==> images/wires.png <==
The bar under the picture is 20 µm long.
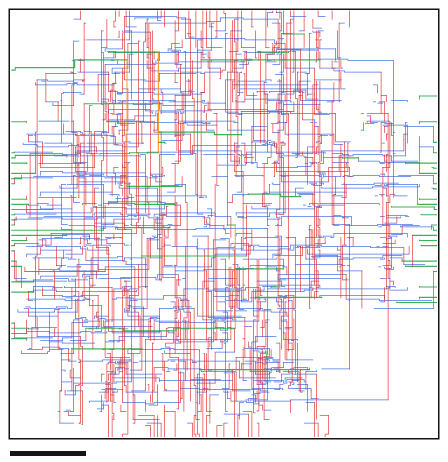
==> images/clk_routes.png <==
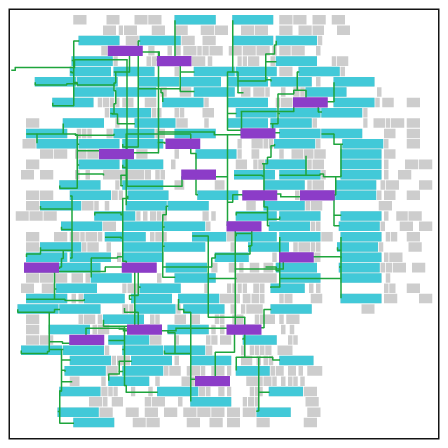
File: src/rtl/demux_pkg.sv
// Shared constants and helpers for the demux_route datapath demultiplexer.
// Used by demux_fifo and demux_route.
package demux_pkg;

    localparam int WIDTH_DEFAULT = 32;
    localparam int DEPTH_DEFAULT = 2;

    localparam logic PORT0 = 1'b0;
    localparam logic PORT1 = 1'b1;

    function automatic int clog2(input int value);
        int r;
        r = 0;
        while ((1 << r) < value) begin
            r++;
        end
        return r;
    endfunction

endpackage

File: src/rtl/demux_fifo.sv
// Small synchronous FIFO holding the words queued for one demux output port.
// Head data reads as zero whenever the FIFO is empty.
module demux_fifo
    import demux_pkg::*;
#(
    parameter int WIDTH = WIDTH_DEFAULT,
    parameter int DEPTH = DEPTH_DEFAULT
) (
    input  logic             clk,
    input  logic             rst_n,
    input  logic             push,
    input  logic [WIDTH-1:0] push_data,
    input  logic             pop,
    output logic             full,
    output logic             empty,
    output logic [WIDTH-1:0] head
);

    localparam int PTR_W = clog2(DEPTH);
    localparam int CNT_W = clog2(DEPTH + 1);

    logic [WIDTH-1:0] mem [DEPTH];
    logic [PTR_W-1:0] wr_ptr;
    logic [PTR_W-1:0] rd_ptr;
    logic [CNT_W-1:0] count;
    logic             do_push;
    logic             do_pop;

    // A full FIFO refuses a write even when it is popped in the same cycle.
    assign do_push = push & ~full;
    assign do_pop  = pop & ~empty;
    assign full    = (count == CNT_W'(DEPTH));
    assign empty   = (count == '0);
    assign head    = empty ? '0 : mem[rd_ptr];

    // Storage is written only on an accepted push; no reset is needed.
    always_ff @(posedge clk) begin
        if (do_push) begin
            mem[wr_ptr] <= push_data;
        end
    end

    // Pointers wrap naturally because DEPTH is a power of two.
    always_ff @(posedge clk or negedge rst_n) begin
        if (!rst_n) begin
            wr_ptr <= '0;
            rd_ptr <= '0;
            count  <= '0;
        end else begin
            if (do_push) begin
                wr_ptr <= wr_ptr + PTR_W'(1);
            end
            if (do_pop) begin
                rd_ptr <= rd_ptr + PTR_W'(1);
            end
            unique case ({do_push, do_pop})
                2'b10:   count <= count + CNT_W'(1);
                2'b01:   count <= count - CNT_W'(1);
                default: count <= count;
            endcase
        end
    end

endmodule

File: src/rtl/demux_route.sv
// Registered 1-to-2 demultiplexer with a private FIFO per output port.
// Define DEMUX_COUNT_EN to add the per-port delivered-word counters cnt0/cnt1.
module demux_route
    import demux_pkg::*;
#(
    parameter int WIDTH = WIDTH_DEFAULT,
    parameter int DEPTH = DEPTH_DEFAULT
`ifdef DEMUX_COUNT_EN
    ,
    parameter int CNT_W = 16
`endif
) (
    input  logic             clk,
    input  logic             rst_n,
    input  logic [WIDTH-1:0] in_data,
    input  logic             in_sel,
    input  logic             in_valid,
    output logic             in_ready,
    output logic [WIDTH-1:0] out0_data,
    output logic             out0_valid,
    input  logic             out0_ready,
    output logic [WIDTH-1:0] out1_data,
    output logic             out1_valid,
    input  logic             out1_ready
`ifdef DEMUX_COUNT_EN
    ,
    output logic [CNT_W-1:0] cnt0,
    output logic [CNT_W-1:0] cnt1
`endif
);

    logic full0;
    logic full1;
    logic empty0;
    logic empty1;
    logic push0;
    logic push1;
    logic pop0;
    logic pop1;
    logic accept;

    // Readiness looks only at the selected FIFO's registered fill level.
    assign in_ready   = (in_sel == PORT1) ? ~full1 : ~full0;
    assign accept     = in_valid & in_ready;
    assign push0      = accept & (in_sel == PORT0);
    assign push1      = accept & (in_sel == PORT1);
    assign out0_valid = ~empty0;
    assign out1_valid = ~empty1;
    assign pop0       = out0_valid & out0_ready;
    assign pop1       = out1_valid & out1_ready;

    demux_fifo #(
        .WIDTH(WIDTH),
        .DEPTH(DEPTH)
    ) u_fifo0 (
        .clk      (clk),
        .rst_n    (rst_n),
        .push     (push0),
        .push_data(in_data),
        .pop      (pop0),
        .full     (full0),
        .empty    (empty0),
        .head     (out0_data)
    );

    demux_fifo #(
        .WIDTH(WIDTH),
        .DEPTH(DEPTH)
    ) u_fifo1 (
        .clk      (clk),
        .rst_n    (rst_n),
        .push     (push1),
        .push_data(in_data),
        .pop      (pop1),
        .full     (full1),
        .empty    (empty1),
        .head     (out1_data)
    );

`ifdef DEMUX_COUNT_EN
    // Count completed output handshakes per port, wrapping at 2^CNT_W.
    always_ff @(posedge clk or negedge rst_n) begin
        if (!rst_n) begin
            cnt0 <= '0;
            cnt1 <= '0;
        end else begin
            if (pop0) begin
                cnt0 <= cnt0 + CNT_W'(1);
            end
            if (pop1) begin
                cnt1 <= cnt1 + CNT_W'(1);
            end
        end
    end
`endif

endmodule

File: config.mk
export PLATFORM = sky130hd
export DESIGN_NAME = demux_route
export DESIGN_NICKNAME = d
export VERILOG_FILES = /design/src/rtl/demux_pkg.sv /design/src/rtl/demux_fifo.sv /design/src/rtl/demux_route.sv
export SDC_FILE = /design/constraint.sdc
export NUM_CORES = 1
export LEC_CHECK = 0
export ABC_AREA = 1
export CORE_UTILIZATION = 45
export CTS_BUF_LIST = sky130_fd_sc_hd__clkbuf_4 sky130_fd_sc_hd__clkbuf_8 sky130_fd_sc_hd__clkbuf_16
export DETAILED_ROUTE_END_ITERATION = 12
export PLACE_DENSITY = 0.77
export SYNTH_ARGS = -nofsm -noshare
export SYNTH_HDL_FRONTEND = slang
export SYNTH_SLANG_ARGS = --single-unit
export TNS_END_PERCENT = 5
File: constraint.sdc
create_clock -name clk -period 4.6 [get_ports clk]
set_input_delay 0.46 -clock clk [delete_from_list [all_inputs] [get_ports clk]]
set_output_delay 0.46 -clock clk [all_outputs]
set_load 0.005 [all_outputs]
==> reports/qor.txt <==
final hold vios -> 0
Worst Path Required -> 4140 ps
Layout non-clock buf frac -> 15.0%
HPWL after DPL -> 6.88 mm
Top Layout Cells -> 147 x nand2_1, 128 x edfxtp_1, 104 x clkdlybuf4s50_1
Yosys warning count -> 0
CTS clk-pin slew, worst paths -> 60 ps
f_max -> 0.313 GHz
crit-path max FO -> 34
startpoint types -> register
Signal inverters -> 19
largest net degree at the start of global routing -> 36
setup ws final -> 1400 ps
combinational gate count -> 233
M1 wire length -> 4.80 mm
Seq pwr share -> 36.2%
fin. max-slew vios -> 0
FFs w/ async S/R, synth -> 5.88%
outcome -> finished clean
MUX share of area -> 0%
Combinational Power -> 0.00169 W
LEAKAGE -> 2.56 nW
dominant register cell -> edfxtp_1
Layout Cells excl Fill -> 675
sequential standard cell area -> 4040 µm²
chip height -> 113 µm
Top Usage Layer GRT -> met2
row count -> 40
RR Startpoint -> u_fifo0.count[0]$_DFFE_PN0P_
Vias -> 3402
CTS tree -> done
CTS Sinks -> 136
Switch Pwr -> 0.00147 W
non-clock buffer instance count of the final layout -> 108
AO/OA Area Share -> 8.98%
Clock Tree Root -> clkbuf_16
area leader, netlist -> edfxtp_1
Top Registers -> u_fifo0.mem x64, u_fifo1.mem x64
crit path from -> u_fifo0.rd_ptr$_DFFE_PN0P_
DRC viols -> 0
min cycle time layout -> 3200 ps
Post-CTS Repair Setup Buffers -> 0
top logic cell by instance count in the layout -> nand2_1
cell count in the Yosys report -> 408
antenna viol nets, final -> 0
seq pwr -> 0.00169 W
power per cell area -> 653 nW/µm²
fa+ha+maj area frac -> 0.453%
total CTS buffers -> 17
clk cell area share -> 7.92%
Worst setup EP type -> output pin
met2 Use GR -> 31.2%
-- wires.png (at the start) --
metal 2 -> red  # wire length 5670 µm
metal 3 -> green  # wire length 653 µm
metal 4 -> orange  # wire length 87.0 µm
metal 1 -> blue  # wire length 4800 µm
Routed WL: 11.2 mm
GRT Total Usage: 18.7%
Routed wire per std cell: 16.6 µm

-- clk_routes.png (at the start) --
clock wires -> green  # length 1480 µm
clock drivers -> purple  # count 17
flip-flops -> cyan  # count 136
flops lie = all over the die
routed clock nets = 18
Clock power frac: 27.5%
final clock skew: 8.07 ps
clk ins delay skew pair: 410 ps

Power is estimated from default activity; no workload was simulated.
